Fig. 1: register map, names as in the netlist
Other sequential cells in the stronger grey, the rest of the logic in the fainter grey.
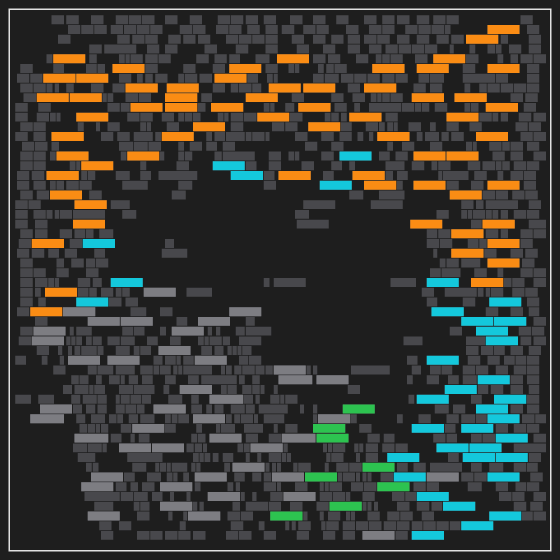
Fig. 2: signal wires on met1
Supply wires on this layer in grey.
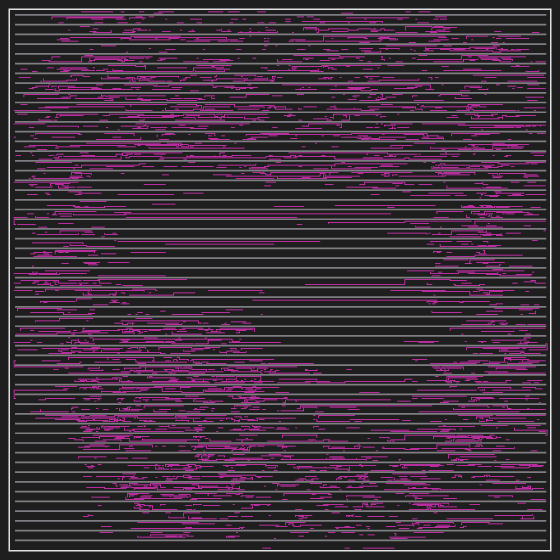
Fig. 3: floorplan with the power grid
Pins as bars on the die edge.
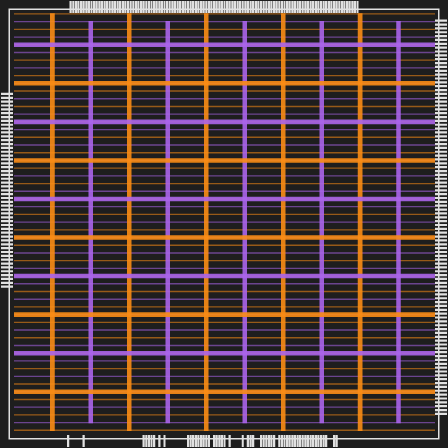
Fig. 4: the clock network
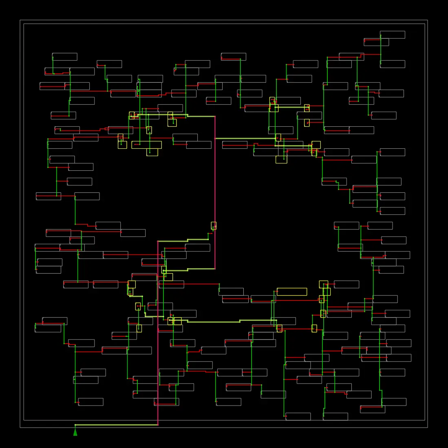
**src/rtl/pe6_pkg.sv**
```systemverilog
// Shared constants and state encoding for the 6-MAC PE sequencer.
//   - User parameters: MAC_DIM, FEAT_WIDTH, WGT_WIDTH, SPAD_WIDTH, PE_OUT_WIDTH,
//     NUM_NODES, MAX_OUTST, ISSUE_GAP
//   - Derived widths: ADDR_WIDTH, WGT_INDEX, BUS_W, WGT_BEATS, NODE_W, AB_W,
//     CNT_W, GAP_W
//   - pe6_state_e: sequencer state encoding
package pe6_pkg;

  // Ceiling log2, usable in constant expressions.
  function automatic int C_LOG_2(input int n);
    int r;
    r = 0;
    while ((1 << r) < n) r++;
    return r;
  endfunction

  localparam int MAC_DIM      = 6;
  localparam int FEAT_WIDTH   = 1;
  localparam int WGT_WIDTH    = 8;
  localparam int SPAD_WIDTH   = 64;
  localparam int PE_OUT_WIDTH = 8;
  localparam int NUM_NODES    = 20;
  localparam int MAX_OUTST    = 2;
  localparam int ISSUE_GAP    = 1;

  localparam int ADDR_WIDTH = C_LOG_2(SPAD_WIDTH);
  localparam int WGT_INDEX  = C_LOG_2(WGT_WIDTH);
  localparam int BUS_W      = FEAT_WIDTH * SPAD_WIDTH;
  localparam int WGT_BEATS  = SPAD_WIDTH * WGT_WIDTH / BUS_W;
  localparam int NODE_W     = C_LOG_2(NUM_NODES) + 1;
  localparam int AB_W       = ADDR_WIDTH * MAC_DIM;
  // Outstanding counter holds up to 7.
  localparam int CNT_W      = 3;
  localparam int GAP_W      = C_LOG_2(ISSUE_GAP) + 1;

  typedef enum logic [2:0] {
    S_IDLE  = 3'd0,
    S_WLOAD = 3'd1,
    S_FEAT  = 3'd2,
    S_DRAIN = 3'd3,
    S_FIN   = 3'd4
  } pe6_state_e;

endpackage

```
**src/rtl/pe_credit_cnt.sv**
```systemverilog
// Outstanding-node credit counter.
//   clk, reset  : clock, async active-low reset
//   clr_i       : synchronous clear (new run)
//   inc_i       : a node was fully issued to the PE
//   dec_i       : a PE result came back (caller guarantees cnt_o != 0)
//   cnt_o       : nodes issued but not yet returned
//   avail_o     : another node may be issued (cnt_o < MAX_OUTST)
//   zero_o      : nothing outstanding
module pe_credit_cnt
  import pe6_pkg::*;
(
  input  logic             clk,
  input  logic             reset,
  input  logic             clr_i,
  input  logic             inc_i,
  input  logic             dec_i,
  output logic [CNT_W-1:0] cnt_o,
  output logic             avail_o,
  output logic             zero_o
);

  logic [CNT_W-1:0] cnt_q, cnt_d;

  // Simultaneous issue and return cancel out.
  always_comb begin
    cnt_d = cnt_q;
    if (clr_i)                cnt_d = '0;
    else if (inc_i && !dec_i) cnt_d = cnt_q + 1'b1;
    else if (dec_i && !inc_i) cnt_d = cnt_q - 1'b1;
  end

  always_ff @(posedge clk or negedge reset) begin
    if (!reset) cnt_q <= '0;
    else        cnt_q <= cnt_d;
  end

  assign cnt_o   = cnt_q;
  assign avail_o = (cnt_q < CNT_W'(MAX_OUTST));
  assign zero_o  = (cnt_q == '0);

endmodule

```
**src/rtl/pe_seq_ctrl_6.sv**
```systemverilog
// Sequencer in front of one PE_TOP_6: loads the weight scratchpad with
// WGT_BEATS beats, then streams sparse feature beats node by node, throttled
// by outstanding PE results; returned results are tagged with a node index.
//   clk, reset           : clock, async active-low reset
//   start, num_nodes     : run request (IDLE only) and node count
//   w_valid/w_ready/w_data                       : weight stream
//   s_valid/s_ready/s_data/s_addr/s_nnz/s_last   : feature stream
//   pe_*                 : drive the PE (registered, one cycle after accept)
//   pe_out, pe_out_vd    : PE result
//   m_valid/m_data/m_tag : tagged result (1-cycle pulse)
//   busy, run_done, err  : status; err is sticky until reset or accepted start
//   dbg_state, dbg_outst : current state and outstanding-node count
//
// Handshake: a beat transfers on a rising edge where valid && ready are both
// high; ready never depends combinationally on valid, and a producer holds its
// payload stable while valid is high and ready is low.
module pe_seq_ctrl_6
  import pe6_pkg::*;
(
  input  logic                    clk,
  input  logic                    reset,
  input  logic                    start,
  input  logic [NODE_W-1:0]       num_nodes,
  input  logic                    w_valid,
  output logic                    w_ready,
  input  logic [BUS_W-1:0]        w_data,
  input  logic                    s_valid,
  output logic                    s_ready,
  input  logic [BUS_W-1:0]        s_data,
  input  logic [AB_W-1:0]         s_addr,
  input  logic [2:0]              s_nnz,
  input  logic                    s_last,
  output logic [AB_W-1:0]         pe_addr_bus,
  output logic [BUS_W-1:0]        pe_data_bus,
  output logic [2:0]              pe_non_zero_num,
  output logic                    pe_acc,
  output logic                    pe_done,
  output logic                    pe_w_we,
  output logic                    pe_x_we,
  input  logic [PE_OUT_WIDTH-1:0] pe_out,
  input  logic                    pe_out_vd,
  output logic                    m_valid,
  output logic [PE_OUT_WIDTH-1:0] m_data,
  output logic [NODE_W-2:0]       m_tag,
  output logic                    busy,
  output logic                    run_done,
  output logic                    err,
  output logic [2:0]              dbg_state,
  output logic [CNT_W-1:0]        dbg_outst
);

  pe6_state_e               state_q;
  logic [NODE_W-1:0]        num_q, issued_q, results_q;
  logic [WGT_INDEX-1:0]     w_beat_q;
  logic [GAP_W-1:0]         gap_q;
  logic                     first_q;

  logic                     credit_avail, credit_zero;
  logic                     w_acc, s_acc, res_ok, start_ok;

  assign w_ready  = (state_q == S_WLOAD);
  assign s_ready  = (state_q == S_FEAT) && credit_avail && (gap_q == '0);
  assign w_acc    = w_valid && w_ready;
  assign s_acc    = s_valid && s_ready;
  // A result is only legal while a node is actually outstanding.
  assign res_ok   = pe_out_vd && (state_q != S_IDLE) && !credit_zero;
  assign start_ok = (state_q == S_IDLE) && start && (num_nodes != '0) &&
                    (num_nodes <= NODE_W'(NUM_NODES));

  pe_credit_cnt u_credit (
    .clk     (clk),
    .reset   (reset),
    .clr_i   (start_ok),
    .inc_i   (s_acc && s_last),
    .dec_i   (res_ok),
    .cnt_o   (dbg_outst),
    .avail_o (credit_avail),
    .zero_o  (credit_zero)
  );

  assign busy      = (state_q != S_IDLE);
  assign dbg_state = state_q;

  always_ff @(posedge clk or negedge reset) begin
    if (!reset) begin
      state_q         <= S_IDLE;
      num_q           <= '0;
      issued_q        <= '0;
      results_q       <= '0;
      w_beat_q        <= '0;
      gap_q           <= '0;
      first_q         <= 1'b0;
      pe_addr_bus     <= '0;
      pe_data_bus     <= '0;
      pe_non_zero_num <= '0;
      pe_acc          <= 1'b0;
      pe_done         <= 1'b0;
      pe_w_we         <= 1'b0;
      pe_x_we         <= 1'b0;
      m_valid         <= 1'b0;
      m_data          <= '0;
      m_tag           <= '0;
      run_done        <= 1'b0;
      err             <= 1'b0;
    end else begin
      // Strobes default low; pe_acc/pe_done only ever ride with pe_x_we.
      pe_w_we  <= 1'b0;
      pe_x_we  <= 1'b0;
      pe_acc   <= 1'b0;
      pe_done  <= 1'b0;
      m_valid  <= 1'b0;
      run_done <= 1'b0;
      if (gap_q != '0) gap_q <= gap_q - 1'b1;

      case (state_q)
        S_IDLE: begin
          if (start_ok) begin
            num_q     <= num_nodes;
            issued_q  <= '0;
            results_q <= '0;
            w_beat_q  <= '0;
            gap_q     <= '0;
            first_q   <= 1'b1;
            err       <= 1'b0;
            state_q   <= S_WLOAD;
          end else if (start) begin
            err <= 1'b1;
          end
        end
        S_WLOAD: begin
          if (w_acc) begin
            pe_w_we     <= 1'b1;
            pe_data_bus <= w_data;
            pe_addr_bus <= AB_W'(w_beat_q);
            w_beat_q    <= w_beat_q + 1'b1;
            if (w_beat_q == WGT_INDEX'(WGT_BEATS - 1)) state_q <= S_FEAT;
          end
        end
        S_FEAT: begin
          if (s_acc) begin
            pe_x_we         <= 1'b1;
            pe_data_bus     <= s_data;
            pe_addr_bus     <= s_addr;
            pe_non_zero_num <= s_nnz;
            pe_acc          <= !first_q;
            pe_done         <= s_last;
            gap_q           <= GAP_W'(ISSUE_GAP - 1);
            if (s_nnz > 3'(MAC_DIM)) err <= 1'b1;
            first_q <= s_last;
            if (s_last) begin
              issued_q <= issued_q + 1'b1;
              if (issued_q + 1'b1 == num_q) state_q <= S_DRAIN;
            end
          end
        end
        S_DRAIN: begin
          if (results_q == num_q) begin
            state_q  <= S_FIN;
            run_done <= 1'b1;
          end
        end
        S_FIN:   state_q <= S_IDLE;
        default: state_q <= S_IDLE;
      endcase

      // Result path runs in every state; placed last so an error set here
      // wins over the err clear of a same-cycle accepted start.
      if (res_ok) begin
        m_valid   <= 1'b1;
        m_data    <= pe_out;
        m_tag     <= results_q[NODE_W-2:0];
        results_q <= results_q + 1'b1;
      end else if (pe_out_vd) begin
        err <= 1'b1;
      end
    end
  end

endmodule

```
**config.mk**
```make
export PLATFORM = sky130hd
export DESIGN_NAME = pe_seq_ctrl_6
export DESIGN_NICKNAME = d
export VERILOG_FILES = /design/src/rtl/pe6_pkg.sv /design/src/rtl/pe_credit_cnt.sv /design/src/rtl/pe_seq_ctrl_6.sv
export SDC_FILE = /design/constraint.sdc
export NUM_CORES = 1
export LEC_CHECK = 0
export ABC_AREA = 0
export CORE_MARGIN = 1
export CORE_UTILIZATION = 30
export CTS_BUF_LIST = sky130_fd_sc_hd__clkbuf_2
export DETAILED_ROUTE_END_ITERATION = 16
export GPL_TIMING_DRIVEN = 0
export PLACE_DENSITY = 0.64
export SLEW_MARGIN = 20
export SYNTH_ARGS = -nofsm -noshare
export SYNTH_HDL_FRONTEND = slang
export SYNTH_SLANG_ARGS = --single-unit
```
**constraint.sdc**
```tcl
create_clock -name clk -period 2.1 [get_ports clk]
set_input_delay 0.21 -clock clk [delete_from_list [all_inputs] [get_ports clk]]
set_output_delay 0.21 -clock clk [all_outputs]
set_load 0.005 [all_outputs]
```
==> results.yml <==
# flow metrics
run_status:
  outcome: "complete, but fails checks"
  violations: "negative setup slack"
setup_path:
  r2r_end: "u_credit.cnt_o[2]"
  worstPathMaxFanout: 6
  crit_family: "simple AND/OR/NAND/NOR gates"
  worst-endpoint-required_ns: 1.89
  r2r_start: "dbg_state[2]"
  reg2regPathDepth: 11
logic_synthesis:
  netlist_area_um2: 6660
  synth_top_cell_by_area: "dfrtp_1"
  top_cells_by_area: "dfrtp_1 57%, mux2i_1 11%, nand2_1 7.4%, a22o_1 5.3%, o21ai_0 3.6%"
  ys_types: 46
  aoi_share: 0.136
  syn_inst: 609
  async_reset_ff_frac: 1.00
  top_area_frac: 0.567
  ys_ff: 151
  floorplan.nets: 802
clock_network:
  tritoncts: "yes"
  htree_levels: 4
  ctsResizeCount: 47
  path_clk_slew_ns: 0.25
  hold_buffers: 34
final_timing:
  tightest_slew_ns: 0.625
  setup_viol: 22
  whs_ns: 0.0848
  setup_ws_ns: -0.0666
  max_slew_margin: 0.579
die:
  die_h_um: 151
placement:
  dpl_cell_area_um2: 10200
  port_buffers: 319
layout:
  nets: 1232
  clock_area_frac: 0.0209
  nNonClkBuffers: 448
power:
  powerDensity_nw_per_um2: 1300
global_routing:
  grt_use_met3: 0.0497
drt:
  drt-met1-wl_um: 9940
  ant_nets: 0
-- Fig. 1 (at the start) --
signal	colour	placed flops
pe_addr_bus	cyan	36
m_data	green	8
pe_data_bus	orange	64
not coloured	43
Flop area: 3780 um2
sequential cell area share: 0.313

-- Fig. 2 (at the start) --
wire length on this layer	9940 um
share of all routed wire	42%
longest straight run	74.5 um
nets with wire on the layer	1078
DRT Wirelength: 23700 um
via count: 6333
met1 usage: 0.237

-- Fig. 3 (at the start) --
net	colour
VDD	purple
VSS	orange
rows	54
signal pins	320
met4 straps	10
met5 straps	10
met1 rails	55

-- Fig. 4 (at the start) --
CLK BUF: 17
cts bufs inserted: 17
clock network power: 1790 uW
clock skew: 0.0297 ns
flop count: 151

[cell usage after synthesis, types with 5 or more instances]
cell type    n
a22o_1      40
buf_2       19
buf_6        5
clkbuf_1     8
dfrtp_1    151
inv_1        8
mux2i_1     70
nand2_1    132
nand3_1      9
nor2_1       8
o21ai_0     48
o21ai_1     33
xnor2_1      8
xor2_1       8
[where the power goes]
part           switching, uW  internal, uW  total [uW]  leakage, uW
sequential               859          4120        4980      0.00192
combinational           3760          5230        8990      0.00334
clock                   1200           581        1790     0.000146
[metrics by stage]
step	worst slack (ns)	std cells	power (uW)
3_5_place_dp	-0.291	1209	12000
2_1_floorplan	0.0407	609	8200
3_3_place_gp	-5.62	1208	11900
5_1_grt	-0.247	1333	16800
6_report	-0.0666	1333	15800
4_1_cts	-0.240	1298	14300
Power and IR drop assume default switching activity.
